===== src/rtl/alu_pkg.sv =====
// Shared constants and types for the ALU sequencing controller.
package alu_pkg;

  // ALU control codes
  localparam logic [3:0] CTRL_NOP   = 4'h0;  // ALU default path
  localparam logic [3:0] CTRL_ADD   = 4'h1;
  localparam logic [3:0] CTRL_SUB   = 4'h2;
  localparam logic [3:0] CTRL_MUL   = 4'h4;
  localparam logic [3:0] CTRL_DIV   = 4'h8;
  localparam logic [3:0] CTRL_ANDI  = 4'hC;
  localparam logic [3:0] CTRL_ORI   = 4'hE;
  localparam logic [3:0] CTRL_ADDNF = 4'hF;

  // Exception codes
  localparam logic [1:0] EXC_NONE = 2'b00;
  localparam logic [1:0] EXC_OVF  = 2'b01;
  localparam logic [1:0] EXC_DIV0 = 2'b10;
  localparam logic [1:0] EXC_ILL  = 2'b11;

  // Secondary results (mul high word, div remainder) always land in R0
  localparam logic [3:0] R0_ADDR = 4'h0;

  typedef enum logic [1:0] {
    ST_IDLE = 2'd0,
    ST_EXEC = 2'd1,
    ST_WB1  = 2'd2,
    ST_WB2  = 2'd3
  } state_e;

  // True for every code the ALU implements
  function automatic logic ctrl_is_legal(input logic [3:0] ctrl);
    case (ctrl)
      CTRL_ADD, CTRL_SUB, CTRL_MUL, CTRL_DIV,
      CTRL_ANDI, CTRL_ORI, CTRL_ADDNF: ctrl_is_legal = 1'b1;
      default:                         ctrl_is_legal = 1'b0;
    endcase
  endfunction

endpackage


===== src/rtl/alu_op_decode.sv =====
// Combinational op decode: legality, EXEC latency (minus one) and whether
// the op produces a second result destined for R0.
module alu_op_decode
  import alu_pkg::*;
#(
  parameter int MUL_CYCLES = 4,
  parameter int DIV_CYCLES = 8,
  parameter int CW         = 3
) (
  input  logic [3:0]    ctrl_i,
  output logic          legal_o,
  output logic [CW-1:0] lat_m1_o,
  output logic          two_result_o
);

  // Latency and result-count lookup per control code
  always_comb begin
    legal_o      = ctrl_is_legal(ctrl_i);
    lat_m1_o     = '0;
    two_result_o = 1'b0;
    case (ctrl_i)
      CTRL_MUL: begin
        lat_m1_o     = CW'(MUL_CYCLES - 1);
        two_result_o = 1'b1;
      end
      CTRL_DIV: begin
        lat_m1_o     = CW'(DIV_CYCLES - 1);
        two_result_o = 1'b1;
      end
      default: ;
    endcase
  end

endmodule


===== src/rtl/alu_seq_ctrl.sv =====
// Sequencing controller for the signed ALU: accepts one op, holds the ALU
// inputs for the op latency, then writes back through the single RF port
// (two writes for mul/div) and pulses exceptions.
module alu_seq_ctrl
  import alu_pkg::*;
#(
  parameter int WIDTH      = 16,
  parameter int MUL_CYCLES = 4,
  parameter int DIV_CYCLES = 8
) (
  input  logic             clk,
  input  logic             reset,      // active low, asynchronous
  input  logic             op_valid,
  output logic             op_ready,
  input  logic [3:0]       op_ctrl,
  input  logic [WIDTH-1:0] op_a,
  input  logic [WIDTH-1:0] op_b,
  input  logic [3:0]       op_rd,
  output logic [3:0]       alu_ctrl,
  output logic [WIDTH-1:0] alu_in1,
  output logic [WIDTH-1:0] alu_in2,
  input  logic [WIDTH-1:0] alu_out,
  input  logic [WIDTH-1:0] alu_r0,
  input  logic             alu_ovf,
  output logic             wb_en,
  output logic [3:0]       wb_addr,
  output logic [WIDTH-1:0] wb_data,
  output logic             exc_valid,
  output logic [1:0]       exc_code
);

  localparam int MAXL = (MUL_CYCLES > DIV_CYCLES) ? MUL_CYCLES : DIV_CYCLES;
  localparam int CW   = (MAXL > 1) ? $clog2(MAXL) : 1;

  state_e           state_q, state_d;
  logic [CW-1:0]    cnt_q;
  logic [3:0]       ctrl_q, rd_q;
  logic             two_q;
  logic [WIDTH-1:0] in1_q, in2_q;
  logic [WIDTH-1:0] r0_q;
  logic             ovf_q;

  logic             wb_en_q, wb_en_d;
  logic [3:0]       wb_addr_q, wb_addr_d;
  logic [WIDTH-1:0] wb_data_q, wb_data_d;
  logic             exc_valid_q, exc_valid_d;
  logic [1:0]       exc_code_q, exc_code_d;

  logic             dec_legal, dec_two;
  logic [CW-1:0]    dec_lat_m1;
  logic             accept, div0, start;

  alu_op_decode #(
    .MUL_CYCLES(MUL_CYCLES),
    .DIV_CYCLES(DIV_CYCLES),
    .CW        (CW)
  ) u_dec (
    .ctrl_i      (op_ctrl),
    .legal_o     (dec_legal),
    .lat_m1_o    (dec_lat_m1),
    .two_result_o(dec_two)
  );

  // A divide by zero is rejected at decode so the ALU never sees ctrl 8 with b==0
  assign accept = op_valid && (state_q == ST_IDLE);
  assign div0   = (op_ctrl == CTRL_DIV) && (op_b == '0);
  assign start  = accept && dec_legal && !div0;

  // State register
  always_ff @(posedge clk or negedge reset) begin
    if (!reset) state_q <= ST_IDLE;
    else        state_q <= state_d;
  end

  // Next-state logic; an overflowing op skips WB2 entirely
  always_comb begin
    state_d = state_q;
    case (state_q)
      ST_IDLE: if (start)          state_d = ST_EXEC;
      ST_EXEC: if (cnt_q == '0)    state_d = ST_WB1;
      ST_WB1:  state_d = (two_q && !ovf_q) ? ST_WB2 : ST_IDLE;
      ST_WB2:  state_d = ST_IDLE;
      default: state_d = ST_IDLE;
    endcase
  end

  // Output logic: handshake/ALU control plus next values of registered wb/exc
  always_comb begin
    op_ready    = (state_q == ST_IDLE);
    alu_ctrl    = (state_q == ST_EXEC) ? ctrl_q : CTRL_NOP;
    wb_en_d     = 1'b0;
    wb_addr_d   = wb_addr_q;
    wb_data_d   = wb_data_q;
    exc_valid_d = 1'b0;
    exc_code_d  = EXC_NONE;
    case (state_q)
      ST_IDLE: begin
        if (accept && !dec_legal) begin
          exc_valid_d = 1'b1;
          exc_code_d  = EXC_ILL;
        end else if (accept && div0) begin
          exc_valid_d = 1'b1;
          exc_code_d  = EXC_DIV0;
        end
      end
      ST_EXEC: begin
        // Registered so the WB1 write/exception is visible during the WB1 cycle
        if (cnt_q == '0) begin
          if (alu_ovf) begin
            exc_valid_d = 1'b1;
            exc_code_d  = EXC_OVF;
          end else begin
            wb_en_d   = 1'b1;
            wb_addr_d = rd_q;
            wb_data_d = alu_out;
          end
        end
      end
      ST_WB1: begin
        if (two_q && !ovf_q) begin
          wb_en_d   = 1'b1;
          wb_addr_d = R0_ADDR;
          wb_data_d = r0_q;
        end
      end
      default: ;
    endcase
  end

  // Operand latch, latency counter and result capture
  always_ff @(posedge clk or negedge reset) begin
    if (!reset) begin
      cnt_q  <= '0;
      ctrl_q <= CTRL_NOP;
      rd_q   <= '0;
      two_q  <= 1'b0;
      in1_q  <= '0;
      in2_q  <= '0;
      r0_q   <= '0;
      ovf_q  <= 1'b0;
    end else begin
      if (start) begin
        cnt_q  <= dec_lat_m1;
        ctrl_q <= op_ctrl;
        rd_q   <= op_rd;
        two_q  <= dec_two;
        in1_q  <= op_a;
        in2_q  <= op_b;
      end else if (state_q == ST_EXEC) begin
        if (cnt_q != '0) begin
          cnt_q <= cnt_q - 1'b1;
        end else begin
          r0_q  <= alu_r0;
          ovf_q <= alu_ovf;
        end
      end
    end
  end

  // Registered writeback and exception outputs
  always_ff @(posedge clk or negedge reset) begin
    if (!reset) begin
      wb_en_q     <= 1'b0;
      wb_addr_q   <= '0;
      wb_data_q   <= '0;
      exc_valid_q <= 1'b0;
      exc_code_q  <= EXC_NONE;
    end else begin
      wb_en_q     <= wb_en_d;
      wb_addr_q   <= wb_addr_d;
      wb_data_q   <= wb_data_d;
      exc_valid_q <= exc_valid_d;
      exc_code_q  <= exc_code_d;
    end
  end

  assign alu_in1   = in1_q;
  assign alu_in2   = in2_q;
  assign wb_en     = wb_en_q;
  assign wb_addr   = wb_addr_q;
  assign wb_data   = wb_data_q;
  assign exc_valid = exc_valid_q;
  assign exc_code  = exc_code_q;

endmodule

===== config.mk =====
export PLATFORM = sky130hd
export DESIGN_NAME = alu_seq_ctrl
export DESIGN_NICKNAME = d
export VERILOG_FILES = /design/src/rtl/alu_pkg.sv /design/src/rtl/alu_op_decode.sv /design/src/rtl/alu_seq_ctrl.sv
export SDC_FILE = /design/constraint.sdc
export NUM_CORES = 1
export LEC_CHECK = 0
export CAP_MARGIN = 15
export CORE_MARGIN = 10
export CORE_UTILIZATION = 46
export CTS_BUF_LIST = sky130_fd_sc_hd__clkbuf_2 sky130_fd_sc_hd__clkbuf_4 sky130_fd_sc_hd__clkbuf_8
export CTS_CLUSTER_DIAMETER = 200
export CTS_CLUSTER_SIZE = 40
export DETAILED_ROUTE_END_ITERATION = 7
export GPL_TIMING_DRIVEN = 0
export PLACE_DENSITY_LB_ADDON = 0.25
export SETUP_SLACK_MARGIN = 0.02
export SLEW_MARGIN = 10
export SYNTH_ARGS = -nofsm -noshare
export SYNTH_HDL_FRONTEND = slang
export SYNTH_SLANG_ARGS = --single-unit

===== constraint.sdc =====
create_clock -name clk -period 2.4 [get_ports clk]
set_clock_uncertainty 0.1 [all_clocks]
set_input_delay 0.24 -clock clk [delete_from_list [all_inputs] [get_ports clk]]
set_output_delay 0.24 -clock clk [all_outputs]
set_load 0.01 [all_outputs]

Fig. 1: the clock network
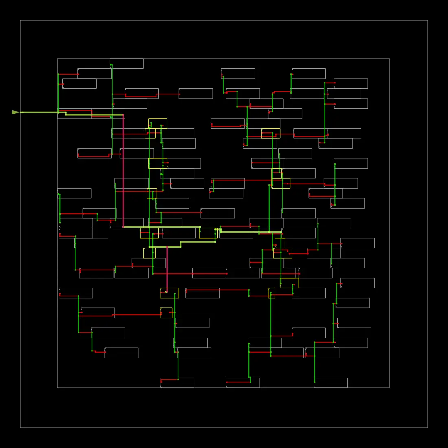
Insertion Delay late pin: 340 ps
number of flip-flops and latches: 87
Clock Sinks: 87

Fig. 2: sequential cells grouped by signal name
Scale bar: 20 um. Other sequential cells in the stronger grey, the rest of the logic in the fainter grey.
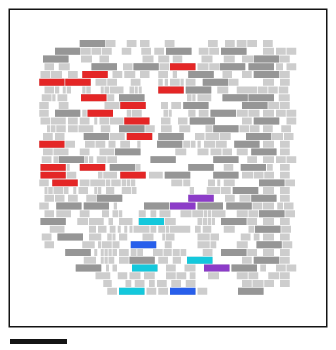
netlist name	colour	sequential cells
ctrl_q	cyan	4
wb_data	red	16
cnt_q	purple	3
exc_code	blue	2
utilization after layout: 67.96%
Storage cell area: 2177 sq um
fraction of area in registers: 39.38%
power dissipated in sequential cells: 0.00256 W

Fig. 3: clock distribution
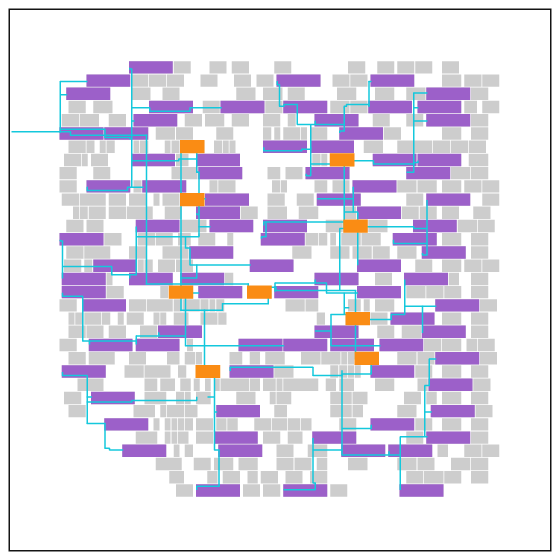
[clock wires] cyan | length: 990 um
[cells driving clock nets] orange | count: 9
[flip-flops] purple | count: 87
flops lie	all over the die
routed clock nets	10
Clk pwr share: 13.8%
clock distribution power: 0.000921 W

==> results.env <==
MAX-VDD-IR-DROP_uV=753.1
CORE_REGION_AREA_SQ_UM=8134
IO_BUFFERS=136
RELATIVE_SLEW_SLACK_PCT=48.90
SYNTH_CELL_TYPES=37
SW_FRAC_OF_TOTAL_PCT=33.55
GRT_ANTENNA_BEFORE_REPAIR=0
RUN_STATUS='completed'
YS_SEQ_ELEMENTS=87
SYNTHTOLAYOUTAREAGROWTH_PCT=44.85
GP_CONGESTION=0.7576
FINALHOLDWORSTSLACK_PS=356.1
SHARE_OF_TOTAL_POWER_IN_COMBINATIONAL_LOGIC_PCT=47.9
YS_SH_MUX_PCT=23.93
NUMBER_OF_GLOBAL_ROUTE_VIAS_BEFORE_REPAIR=2989
FINALSETUPVIOLCOUNT=0
POST_SYNTH_TALLY_OF_FLIP_FLOPS_WITH_INTEGRATED_ENABLE=0
DIE_AREA_SQ_UM=12340
P_LEAK_nW=2.341
CLOCK_TREE_FROM_TRITONCTS='yes'
AREA_OF_THE_MAPPED_NETLIST_SQ_UM=3816
GRT_START_MAX_NET_PINS=50
ASYNC_SET_RESET_FLOP_SHARE_OUT_OF_SYNTHESIS_PCT=100.0
CLK_PIN_SLEW_WORST_PATHS_PS=90
ROUTEDWLPERCELL_UM=17.68
DETAILEDROUTE.FIRSTPASSITERATIONCOUNT=4
FINAL.FILL_COUNT=606
FRACTION_OF_THE_MAPPED_NETLIST_AREA_IN_SIMPLE_LOGIC_GATES_PCT=7.738
ROUTE.DETAILED.VIAS_PER_INST=5.038
GRT_PASS1_WL_UM=15570
POWER-PER-CELL-AREA_nW_PER_UM2=1208
SYNTH_TOP_FLOP_CELL='dfrtp_1'
DRV_CAP=0
CHIPWIDTH_UM=111.1
FINAL_MAX_SLEW_VIOL_COUNT=0
HPWL_UM=7431
DETAIL_ROUTE.WIRELENGTH_UM=9671
YOSYS_CELLS=287
TIMING_WORST_SETUP_PATH_TYPE='reg -> out'
ANT_NETS=0
FINALCRITPERIODSHARE_PCT=93.85
DETAIL_ROUTE.DRC_VIOLATIONS=0
[layout by cell type (no fill, tap or decap), drive strengths merged, types with 2 or more instances in the layout]
master         synthesis  final
mux2                  60     60
a21oi                 18     18
clkdlybuf4s50          0    135
xnor2                  3      3
nand2b                 2      2
clkinvlp               0      3
nand2                  9      9
and2                   5      5
mux2i                 20     20
or2                    2      2
nor4                   4      4
dfrtp                 87     87
nor2                  22     22
nand3b                 5      5
a21boi                 2      2
ha                     6      6
o21ai                  6      6
o22ai                  2      2
nand3                  2      2
inv                    9     11
clkbuf                 6     17
buf                    6      8
o31ai                  2      2
[final cells by class]
cell class / count / area [sq um] / share of cell area [%]
sequential: 87 / 2177 / 39.38
multi-input combinational: 179 / 1525 / 27.59
timing repair buffer: 139 / 1396 / 25.26
clock buffer: 10 / 131.4 / 2.377
tap: 105 / 131.4 / 2.377
buffer: 12 / 87.58 / 1.584
clock inverter: 6 / 45.04 / 0.8148
inverter: 9 / 33.78 / 0.6111
[path summary, 6_finish.rpt]
kind | from | slack (ps) | cells after the start | end
worst max-delay path | state_q[1] | 150 | 4 | alu_ctrl[3]
worst min-delay path | reset | 360 | 2 | alu_in1[4]
worst max register to register | state_q[1] | 260 | 6 | alu_in1[5]
worst min register to register | alu_in2[4] | 400 | 1 | alu_in2[4]
max in group asynchronous | reset | 1200 | 3 | r0_q[14]
min in group clk | alu_in2[4] | 400 | 1 | alu_in2[4]
[registers in the layout, indices dropped and copies added, names as in the netlist]
name / flops
two_q: 1
cnt_q: 3
state_q: 2
wb_data: 16
exc_code: 2
ctrl_q: 4
r0_q: 16
alu_in1: 16
ovf_q: 1
wb_en: 1
exc_valid: 1
alu_in2: 16
wb_addr: 4
rd_q: 4
[worst max-delay path, cell delays in order, from the launching register on]
cell and delay [ps]:
dfrtp_1 430, inv_1 140, ha_2 290, and2_1 170, clkdlybuf4s50_1 540
[power by group through the flow]
stage	registers, W	clock network [W]	logic (W)
after floorplan	0.00275	0	0.00149
after global placement	0.00255	0	0.00314
after detailed placement	0.00259	0	0.00323
after CTS	0.00257	0.000953	0.00324
after global routing	0.00266	0.00101	0.00350
final	0.00256	0.000921	0.00320
[stage by stage]
stage               TNS (ps)  utilization, %  instances
global placement     -205940           65.27        528
floorplan                  0               -        287
global route               0           67.96        547
finish                     0           67.96        547
detailed placement    -19300           65.48        529
CTS                        0           67.77        546
[what timing repair did]
item	4_1_cts	5_1_grt
hold buffers	1	0
resized	1	8
pin swaps	0	1
hold endpoints to repair	48	0
buffers inserted	0	1
setup endpoints to repair	11	34
[per-layer routing]
| metal | GRT usage [%] | up-vias | part of all wire (%) |
|---|---|---|---|
| met2 | 24.29 | 103 | 47 |
| met5 | 0 | - | 0 |
| met3 | 6.926 | 4 | 9.9 |
| met4 | 4.370 | 0 | 0.43 |
| met1 | 18.39 | 1346 | 43 |
| li1 | - | 1303 | - |
[cell families after synthesis]
family,Yosys count
AOI/OAI and AO/OA,32
xor gates and xnor gates,4
adders and majority gates,6
buffers and inverters,21
DFF,87
muxes,80
and+or+nand+nor,57
Power is estimated from default activity; no workload was simulated.
